### config.mk
export PLATFORM = sky130hd
export DESIGN_NAME = dsp_mac_chain
export DESIGN_NICKNAME = d
export VERILOG_FILES = /design/src/rtl/dsp_mac_chain.sv
export SDC_FILE = /design/constraint.sdc
export NUM_CORES = 2
export LEC_CHECK = 0
export CAP_MARGIN = 40
export CORE_ASPECT_RATIO = 1.75
export CORE_MARGIN = 2
export CORE_UTILIZATION = 35
export DETAILED_ROUTE_END_ITERATION = 10
export MAX_ROUTING_LAYER = met4
export SKIP_LAST_GASP = 1
export SLEW_MARGIN = 25
export SYNTH_ARGS = -nofsm -noshare
export SYNTH_HDL_FRONTEND = slang
export SYNTH_SLANG_ARGS = --single-unit
### constraint.sdc
create_clock -name clk -period 35.9 [get_ports clk]
set_input_delay 10.77 -clock clk [delete_from_list [all_inputs] [get_ports clk]]
set_output_delay 10.77 -clock clk [all_outputs]
set_load 0.02 [all_outputs]
### src/rtl/dsp_mac_chain.sv
// Multi-lane multiply-accumulate: operand regs, lane products, lane sum, accumulate/output.
// Optional clamping of the accumulator on overflow when DSP_MAC_SATURATE_EN is defined.
module dsp_mac_chain #(
   parameter int LANES  = 4,
   parameter int A_W    = 16,
   parameter int B_W    = 16,
   parameter int ACC_W  = 48,
   parameter int CNT_W  = 16,
   parameter bit SIGNED = 1'b1
) (
   input  logic                   clk,
   input  logic                   rst_n,
   input  logic                   in_valid,
   output logic                   in_ready,
   input  logic [LANES*A_W-1:0]   in_a,
   input  logic [LANES*B_W-1:0]   in_b,
   input  logic                   in_last,
   output logic                   out_valid,
   input  logic                   out_ready,
   output logic [ACC_W-1:0]       out_p,
   output logic [CNT_W-1:0]       out_beats,
   output logic                   out_ovf
);

   localparam int P_W = A_W + B_W;
   localparam int S_W = P_W + $clog2(LANES);

   logic                        stall;
   logic                        v1_q, l1_q, v2_q, l2_q, v3_q, l3_q;
   logic [LANES*A_W-1:0]        a1_q;
   logic [LANES*B_W-1:0]        b1_q;
   logic [LANES-1:0][P_W-1:0]   prod_d, prod_q;
   logic [S_W-1:0]              sum_d, sum_q;
   logic [ACC_W-1:0]            acc_q, acc_d, sum_ext, acc_next;
   logic [ACC_W:0]              add_full;
   logic                        beat_ovf;
   logic [CNT_W-1:0]            cnt_q, cnt_d, cnt_inc;
   logic                        ovf_q, ovf_d;
   logic                        out_valid_q, out_valid_d;
   logic [ACC_W-1:0]            out_p_q, out_p_d;
   logic [CNT_W-1:0]            out_beats_q, out_beats_d;
   logic                        out_ovf_q, out_ovf_d;

   // A held result freezes the whole pipeline; ready never depends on in_valid.
   assign stall    = out_valid_q && !out_ready;
   assign in_ready = !stall;

   generate
      for (genvar gi = 0; gi < LANES; gi++) begin : g_lane
         logic [P_W-1:0] a_ext, b_ext;
         if (SIGNED) begin : g_sext
            assign a_ext = P_W'($signed(a1_q[gi*A_W +: A_W]));
            assign b_ext = P_W'($signed(b1_q[gi*B_W +: B_W]));
         end else begin : g_zext
            assign a_ext = P_W'(a1_q[gi*A_W +: A_W]);
            assign b_ext = P_W'(b1_q[gi*B_W +: B_W]);
         end
         assign prod_d[gi] = a_ext * b_ext;
      end
   endgenerate

   always_comb begin
      sum_d = '0;
      for (int i = 0; i < LANES; i++) begin
         if (SIGNED) sum_d = sum_d + S_W'($signed(prod_q[i]));
         else        sum_d = sum_d + S_W'(prod_q[i]);
      end
   end

   generate
      if (SIGNED) begin : g_sum_sext
         assign sum_ext = ACC_W'($signed(sum_q));
      end else begin : g_sum_zext
         assign sum_ext = ACC_W'(sum_q);
      end
   endgenerate

   assign add_full = {1'b0, acc_q} + {1'b0, sum_ext};
   assign beat_ovf = SIGNED ? ((acc_q[ACC_W-1] == sum_ext[ACC_W-1]) &&
                               (add_full[ACC_W-1] != acc_q[ACC_W-1]))
                            : add_full[ACC_W];
   assign cnt_inc  = (&cnt_q) ? cnt_q : cnt_q + CNT_W'(1);

`ifdef DSP_MAC_SATURATE_EN
   logic [ACC_W-1:0] clamp_val;
   // Signed overflow direction follows the accumulator sign (both addends agree).
   assign clamp_val = SIGNED ? {acc_q[ACC_W-1], {(ACC_W-1){~acc_q[ACC_W-1]}}} : '1;
   assign acc_next  = beat_ovf ? clamp_val : add_full[ACC_W-1:0];
`else
   assign acc_next  = add_full[ACC_W-1:0];
`endif

   always_comb begin
      acc_d       = acc_q;
      cnt_d       = cnt_q;
      ovf_d       = ovf_q;
      out_valid_d = out_valid_q;
      out_p_d     = out_p_q;
      out_beats_d = out_beats_q;
      out_ovf_d   = out_ovf_q;
      if (!stall) begin
         out_valid_d = 1'b0;
         if (v3_q && l3_q) begin
            out_p_d     = acc_next;
            out_beats_d = cnt_inc;
            out_ovf_d   = ovf_q | beat_ovf;
            out_valid_d = 1'b1;
            acc_d       = '0;
            cnt_d       = '0;
            ovf_d       = 1'b0;
         end else if (v3_q) begin
            acc_d = acc_next;
            cnt_d = cnt_inc;
            ovf_d = ovf_q | beat_ovf;
         end
      end
   end

   always_ff @(posedge clk) begin
      if (!rst_n) begin
         v1_q        <= 1'b0;
         v2_q        <= 1'b0;
         v3_q        <= 1'b0;
         acc_q       <= '0;
         cnt_q       <= '0;
         ovf_q       <= 1'b0;
         out_valid_q <= 1'b0;
         out_p_q     <= '0;
         out_beats_q <= '0;
         out_ovf_q   <= 1'b0;
      end else begin
         if (!stall) begin
            v1_q <= in_valid;
            v2_q <= v1_q;
            v3_q <= v2_q;
         end
         acc_q       <= acc_d;
         cnt_q       <= cnt_d;
         ovf_q       <= ovf_d;
         out_valid_q <= out_valid_d;
         out_p_q     <= out_p_d;
         out_beats_q <= out_beats_d;
         out_ovf_q   <= out_ovf_d;
      end
   end

   // Datapath registers need no reset; their valid bits qualify them.
   always_ff @(posedge clk) begin
      if (!stall) begin
         a1_q   <= in_a;
         b1_q   <= in_b;
         l1_q   <= in_last;
         prod_q <= prod_d;
         l2_q   <= l1_q;
         sum_q  <= sum_d;
         l3_q   <= l2_q;
      end
   end

   assign out_valid = out_valid_q;
   assign out_p     = out_p_q;
   assign out_beats = out_beats_q;
   assign out_ovf   = out_ovf_q;

endmodule

==> impl_metrics.csv <==
group,metric,value,unit
worst_setup_path,rr_startpoint,"a1_q[24]$_DFFE_PN_",
routing,drtPass1Iterations,7,
finish,non_clock_buffer_area_share,3.520,%
floorplan,dieArea,169400,sq um
synthesis,most_common_cell,"inv_1",
global_route,antenna_found_initial,8,
worst_setup_path,start_kind,"input pin",
sta,maxSlewHeadroom,40.78,%
min_path,min_path_cells,0,
clocking,cts_num_sinks,427,
finish,flops,427,
sta,fmax,42.84,MHz
clocking,clkTransAtPathRegs,0.06,ns
worst_setup_path,crit_top_cell,"clkdlybuf4s50_1",
placed_design,hpwl,118800,um
worst_setup_path,path_cells,"clkdlybuf4s50_1 -> nand2b_4 -> clkdlybuf4s50_1",
finish,top_area_cell_class,"logic gates",
run,tool_warnings,29,
sta,tightest_slew,0.8883,ns
sta,period_used_share,65.02,%
clocking,cts_buffer_depth,3,
synthesis,seq_area_frac_synth,19.76,%
routing,drt_iter0_drc,1794,
synthesis,yosysWarnings,0,
finish,clock_area_share,2.610,%
run_status,status,"finished, final reports clean",
synthesis,avgSynthCellArea,10.08,sq um
routing,antenna_left,0,
routing,routed_wl,145800,um
routing,wl_per_cell,18.03,um
synthesis,syn-num-nets,7419,
worst_setup_path,timing.rr.end,"prod_q[62]$_DFFE_PN_",
placed_design,place_congestion,0.8978,
global_route,grt_max_degree,138,
floorplan,dieHeight,543.0,um
routing,via_per_inst,4.902,
synthesis,topCombFamilyByArea,"adder cells",
placed_design,io_buffers,199,
## layout by cell type (no fill, tap or decap), types with 44 or more instances in the layout
cell and n:
fa_1 1114, ha_1 409, nand3_1 44, inv_1 1169
and2_1 508, edfxtp_1 293, xor2_1 60, nor2_1 245
nand2_1 599, dfxtp_1 134, xnor2_1 161, a21o_1 89
clkdlybuf4s50_1 199, a21oi_1 215, clkbuf_16 50, o21ai_0 65
## metrics by stage
step	util, %	instance area [sq um]
finish	38.93	64090
CTS	38.84	63960
global route	38.93	64090
detailed placement	37.83	62280
floorplan	-	58090
global placement	37.82	62270
## registers in the layout, indices dropped and copies added, names as in the netlist, 16 cells and up
| signal | flops |
|---|---|
| b1_q | 64 |
| acc_q | 48 |
| out_p | 48 |
| prod_q | 128 |
| a1_q | 64 |
| sum_q | 34 |
| cnt_q | 16 |
| out_beats | 16 |
## worst max path at each step
stage                    end
floorplan           in_ready
global placement    in_ready
detailed placement  in_ready
CTS                 in_ready
global route        in_ready
finish              in_ready
## layer usage
layer	wire length (um)	GRT usage [%]	share of wire [%]	up-vias
met5	0	-	0	-
met4	8202	9.016	5.6	0
met3	5214	2.099	3.6	370
met2	81460	35.03	56	830
met1	50930	18.34	35	20398
li1	-	-	-	18050
## worst reg2reg max path: cells and delay by family (launching register included)
kind	cells	cell delay [ns]
flops	1	0.92
fa+ha+maj	7	3.53
simple gates	3	0.56
compound gates	5	1.32
buf+inv	5	0.44
xor+xnor	1	0.58
### I/O pins on the die edge

Pins as bars across the die edge, other pins in gray.
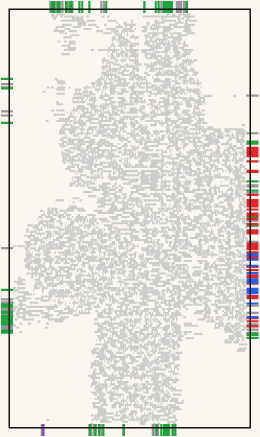
Blue stands for out_beats, pins 16, direction output, edge right. Green stands for in_a, pins 64, direction input, edge 22 top, 19 left, 13 bottom, 10 right. Purple stands for in_ready, pins 1, direction output, edge bottom. Red stands for out_p, pins 48, direction output, edge right.

### Metal layers overlaid

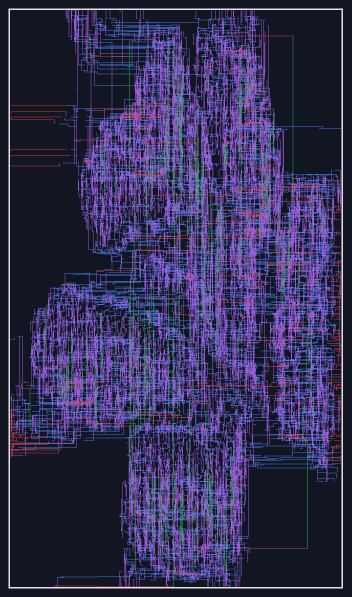
Purple stands for M2, wire length 81.5 mm. Red stands for M3, wire length 5210 um. Blue stands for M1, wire length 50.9 mm. Green stands for M4, wire length 8200 um.
All-Layer GR Usage: 18.37%
via count: 39648

### The clock network

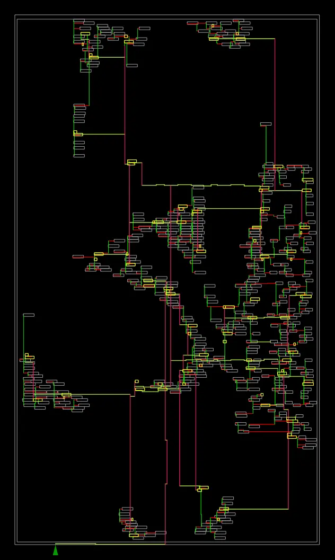
clk_lat worst skew: 0.69 ns

### Register map, names as in the netlist

Other sequential cells in the stronger gray, the rest of the logic in the fainter gray.
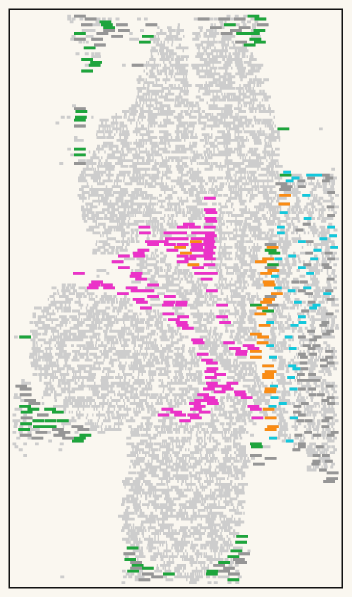
Orange stands for sum_q, sequential cells 34, where middle right. Green stands for b1_q, sequential cells 64, where spread over the die. Cyan stands for acc_q, sequential cells 48, where middle right. Magenta stands for prod_q, sequential cells 128, where center.
Seq/total area: 17.91%
FF+latch area: 11480 sq um

### Gate-type map

Bar = 100 um.
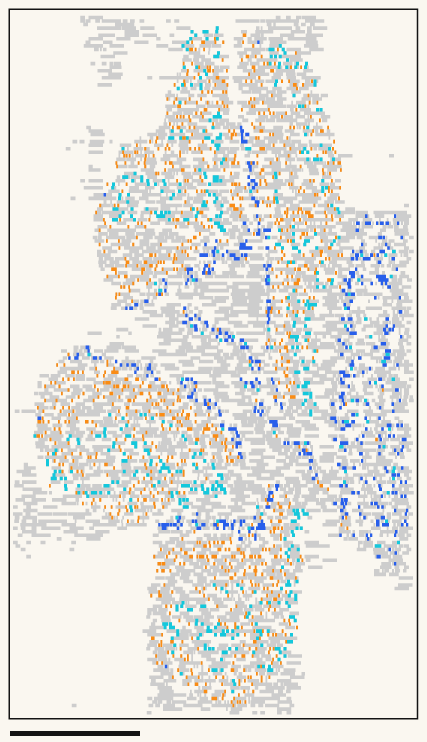
Cyan stands for and/or cells, cells 561. Blue stands for aoi and oai cells, cells 464. Orange stands for inv cells, cells 1171.
Comb/total area: 64.79%
Layout Cells excl Fill: 8088
Top cell excl fill/tap: inv_1

